Design program_memory_arbiter, sky130hd; sources not shown.
==> run_1/layer_met1.png <==
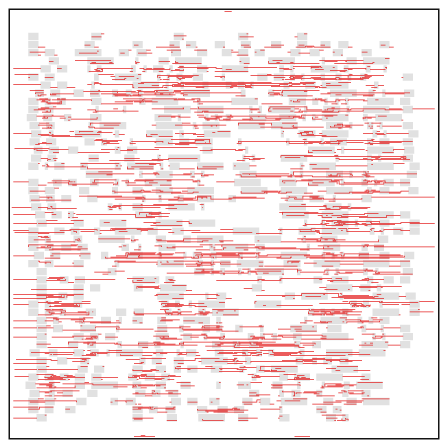
share of all routed wire: 40%
main direction: horizontal
wire length on this layer: 7410 microns
nets with wire on the layer: 631
longest straight run: 45.5 microns
vias post-DR: 4373
total detailed-routing wirelength: 18400 microns

==> run_1/layer_met2.png <==
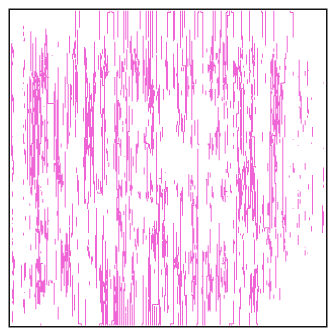
share of all routed wire: 49%
longest straight run: 64.8 microns
nets with wire on the layer: 691
wire length on this layer: 9070 microns
GR Util met2: 30.6%

==> run_1/layer_met3.png <==
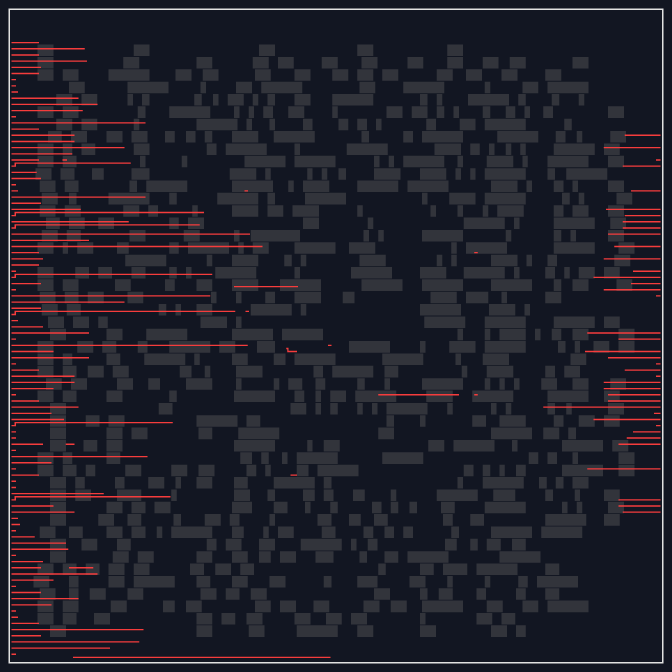
longest straight run: 56.4 microns
nets with wire on the layer: 143
met3 Resource Use GR: 6.99%

==> run_1/flops_by_reg.png <==
Scale bar: 50 microns. Other sequential cells in the stronger gray, the rest of the logic in the fainter gray.
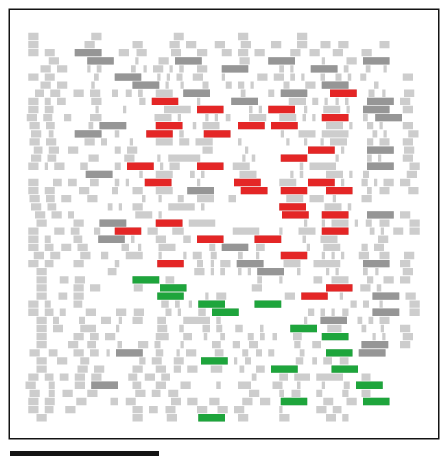
[conflict_count_o] green | placed flops: 16
[f_data_o] red | placed flops: 32
not colored: 36
sequential logic power: 0.000568 W
flop share of the area: 29.9%
final core utilization: 40.4%
Reg area: 2100 sq um

==> results.json, run 1 <==
{
  "final-max-slew-violation-count": 36,
  "grt.total_usage_pct": 18.2,
  "fin_setup_tns_ns": 0,
  "most_common_flop_cell_mapped_by_yosys": "sky130_fd_sc_hd__dfrtp_1",
  "place_congestion": 0.761,
  "arrival_ns": 2.80,
  "max-cap-violations": 1,
  "power_switching_w": 0.000425,
  "grt_antenna_before_repair": 0,
  "final_antenna_net_count": 0,
  "intPower_w": 0.00101,
  "synth_adder_area_share_pct": 0.281,
  "via_per_inst": 5.07,
  "top_area_cell": "sky130_fd_sc_hd__dfrtp_1",
  "critPathMaxFanout": 77,
  "finalCriticalPeriod_ns": 3.45,
  "ctsHtreeMaxLevel": 3,
  "clkSinkCount": 84,
  "failing_checks": "max-capacitance violations, max-slew violations",
  "total_buffers_and_inverters_traversed_by_the_critical_path": 3,
  "ys_top_cells_by_area": "sky130_fd_sc_hd__dfrtp_1 47%, sky130_fd_sc_hd__o32ai_2 11%, sky130_fd_sc_hd__nand2_1 6.1%",
  "total_of_hold_buffers_inserted_after_clock_tree_synthesis": 0,
  "syn-instance-count": 442,
  "die.size.x_microns": 144,
  "setup_viol_count_final": 0,
  "clockRootBuffer": "sky130_fd_sc_hd__clkbuf_16",
  "yosysMostFrequentCell": "sky130_fd_sc_hd__dfrtp_1",
  "io_pins": 218,
  "status": "finished, violations left"
}
[run 1: power by group through the flow]
stage,Combinational [W],Sequential [W],Clock [W]
after floorplan,0.000125,0.000597,0
after global placement,0.000326,0.000575,0
after detailed placement,0.000329,0.000577,0
after CTS,0.000332,0.000568,0.000552
after global routing,0.000346,0.000572,0.000577
final,0.000324,0.000568,0.000540
[run 1: logic make-up after synthesis]
group | Yosys count
flip-flops | 84
adder cells (fa/ha/maj) | 1
AND/OR/NAND/NOR | 150
multiplexers | 2
AND-OR/OR-AND | 113
buffers and inverters | 80
XOR/XNOR | 12
[run 1: per-layer routing]
layer	track usage (%)	routed length, microns	vias up
met1	21.7	7410	2213
met5	0	0	-
met2	30.6	9070	155
met4	5.25	216	0
li1	-	-	1995
met3	6.99	1740	10
[run 1: layout by cell type, fill, tap and decap left out, types with 2 or more instances in the layout]
cell / instances
sky130_fd_sc_hd__o21ai_1: 7
sky130_fd_sc_hd__inv_1: 35
sky130_fd_sc_hd__nand3_1: 5
sky130_fd_sc_hd__clkbuf_16: 9
sky130_fd_sc_hd__nor4_1: 10
sky130_fd_sc_hd__o21ai_0: 26
sky130_fd_sc_hd__and2_1: 2
sky130_fd_sc_hd__xor2_1: 8
sky130_fd_sc_hd__a211oi_1: 2
sky130_fd_sc_hd__and4_1: 4
sky130_fd_sc_hd__o32ai_2: 30
sky130_fd_sc_hd__clkdlybuf4s50_1: 183
sky130_fd_sc_hd__a21oi_1: 7
sky130_fd_sc_hd__nand2_1: 73
sky130_fd_sc_hd__nor4b_2: 2
sky130_fd_sc_hd__nor2_1: 3
sky130_fd_sc_hd__dfrtp_1: 84
sky130_fd_sc_hd__nand4_1: 38
sky130_fd_sc_hd__xnor2_1: 4
sky130_fd_sc_hd__dlygate4sd3_1: 33
sky130_fd_sc_hd__nor3_1: 2
sky130_fd_sc_hd__and3_1: 3
sky130_fd_sc_hd__a22o_1: 30
sky130_fd_sc_hd__clkbuf_8: 2
sky130_fd_sc_hd__o31ai_1: 2
sky130_fd_sc_hd__o32ai_1: 2
sky130_fd_sc_hd__o22a_1: 2
sky130_fd_sc_hd__buf_4: 6
[run 1: final cells by class]
cell class | count | area, sq um
antenna | 1 | 2.50
clock buffer | 12 | 256
clock inverter | 4 | 55.1
fill | 1836 | 10400
inverter | 37 | 140
multi-input combinational | 278 | 1980
sequential | 84 | 2100
tap | 225 | 282
timing repair buffer | 222 | 2210
[run 1: worst register-to-register path, stage by stage, from the launching register on]
cell and delay, ns:
sky130_fd_sc_hd__dfrtp_1 0.43, sky130_fd_sc_hd__ha_1 0.24, sky130_fd_sc_hd__and4_1 0.21, sky130_fd_sc_hd__and4_1 0.50, sky130_fd_sc_hd__a21o_1 0.23, sky130_fd_sc_hd__mux2_2 0.33
[run 1: per-stage QoR]
stage,cells,worst slack (ns),utilization [%]
2_1_floorplan,442,3.76,-
4_1_cts,862,3.09,40.4
5_1_grt,862,2.96,40.3
3_3_place_gp,846,3.04,38.6
3_5_place_dp,846,2.88,38.6
6_report,863,3.13,40.4
==> run_1/congestion.png <==
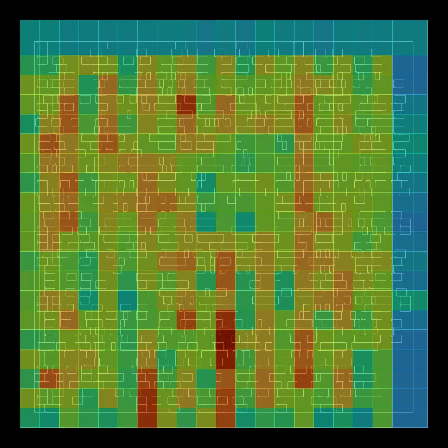

==> run 2, diff against run 1 <==
- ABC_CLOCK_PERIOD_IN_PS: 6580 -> 3200
- CORE_UTILIZATION: 25 -> 23
- clock period: 6.58 -> 3.2 ns (I/O delays scaled with it)
==> run_2/congestion.png <==
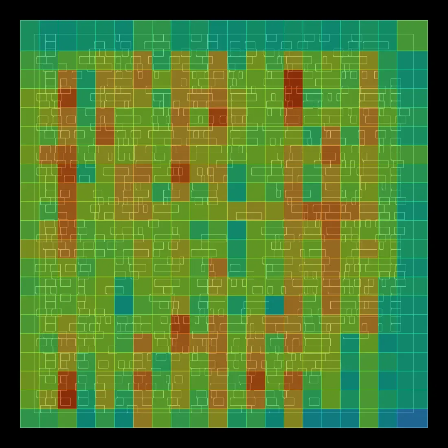
GR Util met2: 28.6%
met1 routing resource usage after global routing: 21.0%
global-route total usage across every layer: 17.2%

==> run_2/layer_met2.png <==
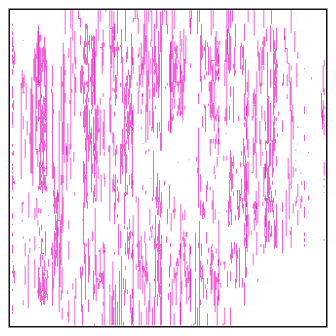
nets with wire on the layer: 684
share of all routed wire: 48%
wire length on this layer: 9180 microns
main direction: vertical
longest straight run: 59.7 microns
total detailed-routing wirelength: 19100 microns
vias post-DR: 4394

==> run_2/layer_met3.png <==
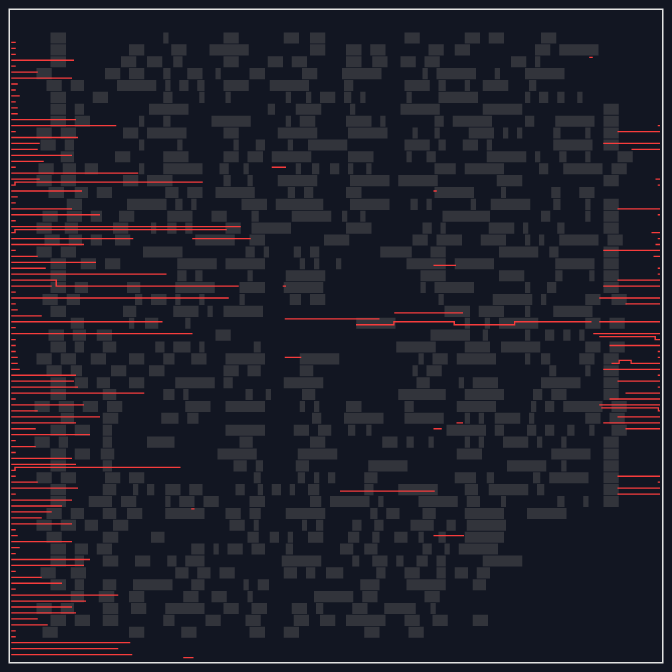
main direction: horizontal
longest straight run: 52.2 microns
nets with wire on the layer: 148
wire length on this layer: 1660 microns
met3 Resource Use GR: 6.81%

==> run 2 against run 1 <==
Effect of this change: the flow still finishes with violations (max-capacitance violations, max-slew violations); routed wire length is 3.6% higher; synthesized area unchanged; critical path type unchanged; sequential share of layout area decreased by 0.68 points; synthesized cell count unchanged; final area rose by 2.3%; critical path depth did not move; non-clock buffer count increased by 4; die size is 8.1% higher; count of clock-buffer cells in the layout decreased by 1; largest cell class unchanged; clock power grew 140%; flip-flop count did not move; worst setup slack got worse by 2.6 ns; largest power group is now clock.
==> results.json, run 2 <==
{
  "status": "finished, violations left",
  "failing_checks": "max-capacitance violations, max-slew violations",
  "max-cap-violations": 1,
  "arrival_ns": 2.38,
  "via_per_inst": 4.85,
  "finalCriticalPeriod_ns": 2.70,
  "critPathMaxFanout": 34,
  "clkSinkCount": 84,
  "most_common_flop_cell_mapped_by_yosys": "sky130_fd_sc_hd__dfrtp_1",
  "synth_adder_area_share_pct": 0.281,
  "total_of_hold_buffers_inserted_after_clock_tree_synthesis": 0,
  "place_worst_setup_slack_ns": 0.432,
  "synth.logic.top_family": "AND-OR/OR-AND gates",
  "die.size.x_microns": 149,
  "setup_viol_count_final": 0,
  "power_switching_w": 0.000875,
  "syn-instance-count": 442,
  "ys_top_cells_by_area": "sky130_fd_sc_hd__dfrtp_1 47%, sky130_fd_sc_hd__o32ai_2 11%, sky130_fd_sc_hd__nand2_1 6.1%",
  "initial_core_util_pct": 23.1,
  "setup.worst_path.start_class": "primary input",
  "fill_cells": 2080,
  "detail_route.wl_per_cell_microns": 21.1,
  "place_congestion": 0.744,
  "final-max-slew-violation-count": 40,
  "antenna-diode-count": 0,
  "log.warning_count": 26,
  "yosysMostFrequentCell": "sky130_fd_sc_hd__dfrtp_1",
  "seq_power_share_pct": 37.4,
  "chip_footprint_sq_um": 22300,
  "first_global_vias": 5068,
  "synthXorXnorAreaFrac_pct": 2.36,
  "intPower_w": 0.00223,
  "layout_top_cell": "sky130_fd_sc_hd__clkdlybuf4s50_1",
  "finalClockPeriodUsage_pct": 84.2,
  "first_iter_violations": 112,
  "clockRootBuffer": "sky130_fd_sc_hd__clkbuf_16",
  "fin_setup_tns_ns": 0,
  "top_area_cell": "sky130_fd_sc_hd__dfrtp_1",
  "ctsHtreeMaxLevel": 3,
  "io_pins": 218,
  "worst_ep_required_time_ns": 2.88,
  "final_cell_mix": "215 x sky130_fd_sc_hd__clkdlybuf4s50_1, 84 x sky130_fd_sc_hd__dfrtp_1, 73 x sky130_fd_sc_hd__nand2_1, 38 x sky130_fd_sc_hd__nand4_1, 35 x sky130_fd_sc_hd__inv_1",
  "grt_antenna_before_repair": 1,
  "post-route-worst-setup-slack_ns": 0.504,
  "synth.yosys.num_cells": 442
}
-- run 2: cell counts after synthesis --
Identical to the previous run, type by type.
-- run 2: metal layers --
layer | wire, microns | share of wire (%) | track usage (%) | up-vias
li1 | - | - | - | 1997
met1 | 8040 | 42 | 21.0 | 2217
met2 | 9180 | 48 | 28.6 | 160
met3 | 1660 | 8.7 | 6.81 | 18
met4 | 215 | 1.1 | 3.80 | 2
met5 | 13 | 0.068 | 0 | -
-- run 2: cell type report --
| type | instances | area, sq um | share of cell area, % |
|---|---|---|---|
| clock inverter | 5 | 108 | 1.50 |
| multi-input combinational | 278 | 1990 | 27.7 |
| tap | 265 | 332 | 4.61 |
| sequential | 84 | 2100 | 29.2 |
| timing repair buffer | 226 | 2260 | 31.5 |
| clock buffer | 11 | 253 | 3.51 |
| inverter | 37 | 140 | 1.95 |
-- run 2: logic make-up after synthesis --
| group | Yosys count |
|---|---|
| and+or+nand+nor | 150 |
| AOI/OAI and AO/OA | 113 |
| DFF | 84 |
| buffers and inverters | 80 |
| xor gates and xnor gates | 12 |
| muxes | 2 |
| adders and majority gates | 1 |
-- run 2: worst max-delay path: stages --
cell and delay [ns]:
sky130_fd_sc_hd__clkdlybuf4s50_1 0.59, sky130_fd_sc_hd__nand2b_2 0.10, sky130_fd_sc_hd__inv_2 0.45, sky130_fd_sc_hd__a22o_1 0.27, sky130_fd_sc_hd__clkdlybuf4s50_1 0.63
-- run 2: stage by stage --
step	total power (W)	hold WS, ns	area (sq um)	instances	utilization, %
2_1_floorplan	0.00148	0.351	4460	442	-
3_3_place_gp	0.00186	0.465	6830	890	35.4
3_5_place_dp	0.00187	0.474	6830	890	35.4
5_1_grt	0.00324	0.338	7190	906	37.3
4_1_cts	0.00316	0.312	7190	906	37.3
6_report	0.00311	0.327	7190	906	37.3
-- run 2: power groups by stage --
stage / sequential, W / combinational (W) / clock (W)
after detailed placement: 0.00118 / 0.000690 / 0
after global routing: 0.00117 / 0.000727 / 0.00135
final: 0.00116 / 0.000677 / 0.00127
after global placement: 0.00118 / 0.000681 / 0
after CTS: 0.00116 / 0.000694 / 0.00130
after floorplan: 0.00123 / 0.000256 / 0
Power and IR drop assume default switching activity.
